$ cat config.mk
export PLATFORM = sky130hd
export DESIGN_NAME = objects_compositor
export DESIGN_NICKNAME = d
export VERILOG_FILES = /design/src/rtl/objects_pkg.sv /design/src/rtl/collision_pair_tracker.sv /design/src/rtl/objects_compositor.sv
export SDC_FILE = /design/constraint.sdc
export NUM_CORES = 1
export LEC_CHECK = 0
export CAP_MARGIN = 10
export CORE_ASPECT_RATIO = 0.7
export CORE_MARGIN = 2
export CORE_UTILIZATION = 42
export CTS_CLUSTER_SIZE = 8
export DETAILED_ROUTE_END_ITERATION = 10
export PLACE_DENSITY = 0.81
export SLEW_MARGIN = 40
export SYNTH_ARGS = -nofsm -noshare
export SYNTH_HDL_FRONTEND = slang
export SYNTH_SLANG_ARGS = --single-unit
export TNS_END_PERCENT = 5
$ cat constraint.sdc
create_clock -name clk -period 0.8 [get_ports clk]
set_input_delay 0.12 -clock clk [delete_from_list [all_inputs] [get_ports clk]]
set_output_delay 0.12 -clock clk [all_outputs]
set_load 0.1 [all_outputs]
$ cat src/rtl/objects_pkg.sv
// objects_pkg: layer count, layer roles, pair indexing and pair FSM states shared by the compositor
package objects_pkg;
  localparam int NUM_LAYERS_DEF = 8;
  localparam int LYR_PLAYER  = 0;
  localparam int LYR_MISSILE = 1;
  localparam int LYR_ALIENS  = 2;
  localparam int LYR_HUD     = 6;
  localparam int LYR_TITLES  = 7;
  typedef enum logic {CLEAR, SEEN} pair_state_t;
  function automatic int npairs(input int n);
    return n * (n - 1) / 2;
  endfunction
  function automatic int pair_index(input int i, input int j, input int n);
    return i * n - i * (i + 1) / 2 + (j - i - 1);
  endfunction
endpackage

$ cat src/rtl/collision_pair_tracker.sv
// collision_pair_tracker: per-frame sticky overlap flag, first-overlap pulse and previous-frame snapshot for one layer pair
module collision_pair_tracker
  import objects_pkg::*;
(
  input  logic clk,
  input  logic resetN,
  input  logic startOfFrame,
  input  logic overlap,
  output logic pulse,
  output logic frame_flag
);
  pair_state_t state, state_next;
  always_ff @(posedge clk or negedge resetN) begin
    if (!resetN) begin
      state      <= CLEAR;
      pulse      <= 1'b0;
      frame_flag <= 1'b0;
    end else begin
      state <= state_next;
      // the startOfFrame pixel opens a new frame, so an overlap there always pulses
      pulse <= overlap & (startOfFrame | (state == CLEAR));
      if (startOfFrame) frame_flag <= (state == SEEN);
    end
  end
  always_comb begin
    state_next = (overlap | ((state == SEEN) & ~startOfFrame)) ? SEEN : CLEAR;
  end
endmodule

$ cat src/rtl/objects_compositor.sv
// objects_compositor: priority-composites drawer layers into one RGB pixel and reports per-frame layer-pair collisions
module objects_compositor
  import objects_pkg::*;
#(
  parameter int          NUM_LAYERS = NUM_LAYERS_DEF,
  parameter logic [7:0]  BG_RGB     = 8'h00,
  parameter logic [7:0]  IDLE_RGB   = 8'h00,
  localparam int         NPAIRS     = npairs(NUM_LAYERS)
) (
  input  logic                    clk,
  input  logic                    resetN,
  input  logic                    startOfFrame,
  input  logic                    playGame,
  input  logic [NUM_LAYERS-1:0]   layerReq,
  input  logic [NUM_LAYERS*8-1:0] layerRGB,
  output logic [7:0]              RGBOut,
  output logic                    anyDraw,
  output logic [NPAIRS-1:0]       collisionPulse,
  output logic [NPAIRS-1:0]       collisionFrame
);
  logic [7:0] sel;
  always_comb begin
    sel = BG_RGB;
    for (int k = NUM_LAYERS - 1; k >= 0; k--)
      if (layerReq[k]) sel = layerRGB[8*k +: 8];
  end
  always_ff @(posedge clk or negedge resetN) begin
    if (!resetN) begin
      RGBOut  <= IDLE_RGB;
      anyDraw <= 1'b0;
    end else begin
      RGBOut  <= playGame ? sel : IDLE_RGB;
      anyDraw <= playGame & |layerReq;
    end
  end
  for (genvar i = 0; i < NUM_LAYERS - 1; i++) begin : g_i
    for (genvar j = i + 1; j < NUM_LAYERS; j++) begin : g_j
      localparam int P = pair_index(i, j, NUM_LAYERS);
      collision_pair_tracker u_pair (
        .clk          (clk),
        .resetN       (resetN),
        .startOfFrame (startOfFrame),
        .overlap      (playGame & layerReq[i] & layerReq[j]),
        .pulse        (collisionPulse[P]),
        .frame_flag   (collisionFrame[P])
      );
    end
  end
endmodule

Cells by drive strength:
Scale bar: 20 µm.
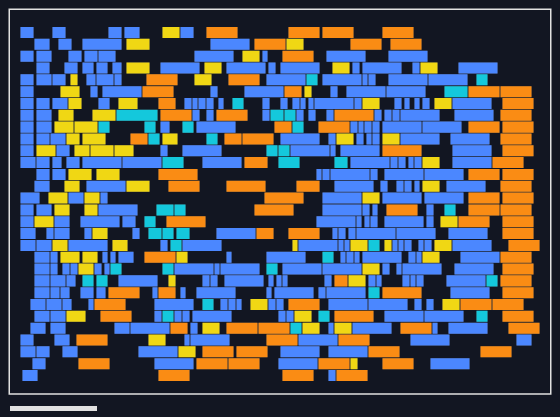
Key: blue = _0 and _1 cells [cells 302]; orange = _6 and larger [cells 89]; cyan = _3 and _4 cells [cells 40]; yellow = _2 cells [cells 67]
cell area after layout: 6630 µm²
Syn-to-layout area delta: 56.1%
minimum setup slack in the final design: -0.297 ns

Clock network drawn from the DEF:
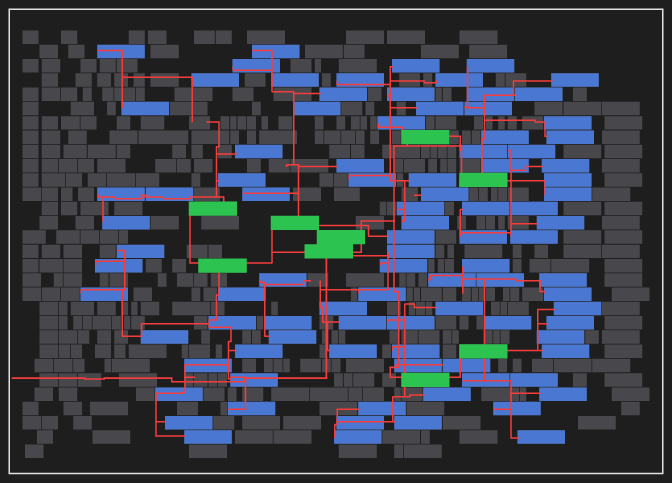
Key: green = clock drivers [count 9]; blue = flip-flops [count 93]; red = clock wires [length 1010 µm]
There are 10 routed clock nets.
clock power share: 29.2%
clock network power consumption: 4100 µW
clock skew after layout: 0.00502 ns
clock insertion delay at the later pin of the skew report: 0.33 ns

The metal 4 layer:
Scale bar: 20 µm.
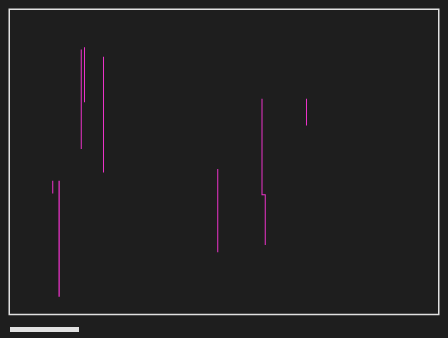
The longest straight run is 33.3 µm. The wires run mostly vertical. 7 nets have wire on it.
vias after detailed routing: 3272
drt total wl: 11400 µm

The clock network:
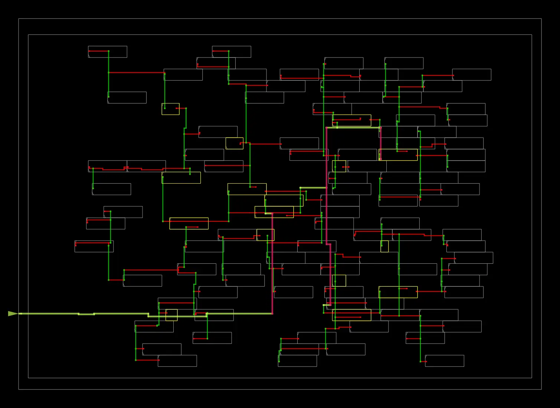
number of buffers created by CTS: 9
clock buf count: 9
sequential cells: 93

==> cells in the final DEF (no fill, tap or decap), types with 2 or more instances in the layout <==
cell type,count
a21oi_1,31
a21oi_2,3
a221oi_2,9
buf_12,69
buf_2,4
buf_4,29
buf_6,5
buf_8,2
clkbuf_16,9
clkdlybuf4s50_1,34
clkinvlp_4,2
dfrtp_1,93
dlygate4sd2_1,30
inv_1,29
inv_8,3
mux2_2,27
nand2_1,15
nand3_1,15
nor2b_1,2
nor3_2,6
nor3b_1,2
o2111a_1,2
o21ai_0,35
o22ai_1,6
o22ai_2,8
o31a_1,2
o31a_2,5
or2_4,2
==> cells by family (layout without fill, tap and decap cells) <==
family / Yosys count / in the layout / share of synthesized area (%)
AND-OR/OR-AND: 105 / 105 / 15.1
buffers and inverters: 113 / 223 / 16.2
multiplexers: 28 / 28 / 7.42
flip-flops: 93 / 93 / 54.8
AND/OR/NAND/NOR: 49 / 49 / 6.48
==> through the flow <==
step           total power, µW  utilization (%)  hold slack [ns]
3_5_place_dp              9950             63.6          -0.0245
4_1_cts                  14000             67.4            0.161
3_3_place_gp              9870             63.6          -0.0262
5_1_grt                  14500             67.9            0.207
2_1_floorplan             8210                -           -0.176
6_report                 14000             67.9            0.165
==> worst paths after layout <==
check / slack, ns / startpoint / depth (start not counted) / to
worst max-delay path: -0.30 / g_i[1].g_j[7].u_pair.frame_flag$_DFFE_PN0P_ / 1 / collisionFrame[12]
worst min-delay path: 0.16 / layerReq[4] / 4 / g_i[0].g_j[4].u_pair.state$_DFF_PN0_
worst max register to register: -0.14 / g_i[1].g_j[2].u_pair.frame_flag$_DFFE_PN0P_ / 2 / g_i[1].g_j[2].u_pair.frame_flag$_DFFE_PN0P_
worst min register to register: 0.46 / g_i[1].g_j[7].u_pair.state$_DFF_PN0_ / 1 / g_i[1].g_j[7].u_pair.pulse$_DFF_PN0_
max in group asynchronous: 0.18 / resetN / 3 / g_i[6].g_j[7].u_pair.state$_DFF_PN0_
min in group asynchronous: 0.19 / resetN / 2 / g_i[1].g_j[5].u_pair.frame_flag$_DFFE_PN0P_
==> per-layer routing <==
| layer | vias to the layer above | track usage [%] |
|---|---|---|
| li1 | 1491 | - |
| met4 | 0 | 6.33 |
| met2 | 165 | 37.8 |
| met1 | 1599 | 26.1 |
| met3 | 17 | 5.68 |
| met5 | - | 0 |
==> what timing repair did <==
| item | in CTS | in global routing |
|---|---|---|
| resized | 92 | 9 |
| setup buffers | 2 | 2 |
| setup endpoints to repair | 143 | 112 |
| pin swaps | 18 | 2 |
| hold buffers | 1 | 0 |
| hold endpoints to repair | 93 | 0 |
| gates cloned | 0 | 0 |
==> area by class of cell <==
cell class / count / area (µm²) / area share (%)
inverters: 31 / 120 / 1.81
clock buffers: 9 / 225 / 3.40
multi-input cells: 182 / 1390 / 21.0
repair buffers: 176 / 2340 / 35.3
well taps: 128 / 160 / 2.42
flip-flops and latches: 93 / 2330 / 35.1
clock inverters: 7 / 63.8 / 0.962
==> flip-flops by register name (all words and copies together) (netlist names) <==
name and count:
anyDraw 1, g_i.g_j.u_pair.frame_flag 28, RGBOut 8, g_i.g_j.u_pair.pulse 28, g_i.g_j.u_pair.state 28
==> results_dict.tcl <==
# yosys + openroad results
set metrics [dict create \
    result_of_the_run "finished, violations left" \
    failed_checks "negative setup slack" \
    place_congestion 0.930 \
    first_iter_violations 191 \
    dp.cells 606 \
    critical_path.endpoint_type "primary output" \
    post_route_cells_drive_above_1_share_pct 39.4 \
    ys_cells 388 \
    core_region_area_um2 9760 \
    root_buffer "clkbuf_16" \
    die_extent_in_y_um 88.1 \
    hold_viol 0 \
    max-clock-path-buffers 2 \
    required_ns 0.68 \
    number_of_global_route_vias_before_repair 3359 \
    post_drt_wl_per_cell_um 18.3 \
    asr_flop_ratio_synth_pct 100 \
    wl_met1_um 4760 \
    postPlaceCellArea_um2 6200 \
    die_w_um 124 \
    worst-slew-pin-transition_ns 0.540 \
    antennaDiodeCount 0 \
    post-synth-top-area-cell "dfrtp_1" \
    yosysUniqueCellTypes 32 \
    synth_area_um2 4250 \
    grt_overflow_total 0 \
    ctsHtreeMaxLevel 3 \
    final.fill_count 733 \
    total_switching_power_uw 5020 \
    synth_cells 388 \
    netlist_top_cells_area "dfrtp_1 (55%), buf_4 (10%), mux2_2 (7.4%)" \
    max_freq_ghz 0.911 \
    grt_pass1_wl_um 18000 \
    crit_slowest_cell "dfrtp_1" \
    core.rowCount 30 \
    arrival_ns 0.98 \
    postLayoutSetupSlackWorst_ns -0.297 \
    comb-power_uw 4480 \
    detail_routed_via_count_per_cell 5.23 \
    finalSetupViolations 82 \
    synthTopCellsByCount "dfrtp_1 (93), buf_4 (59), o21ai_0 (36)" \
    ys.flop_type "dfrtp_1" \
    cellInternalPower_uw 8990 \
]
No activity file was given, so power comes from the tool's default toggle rates.
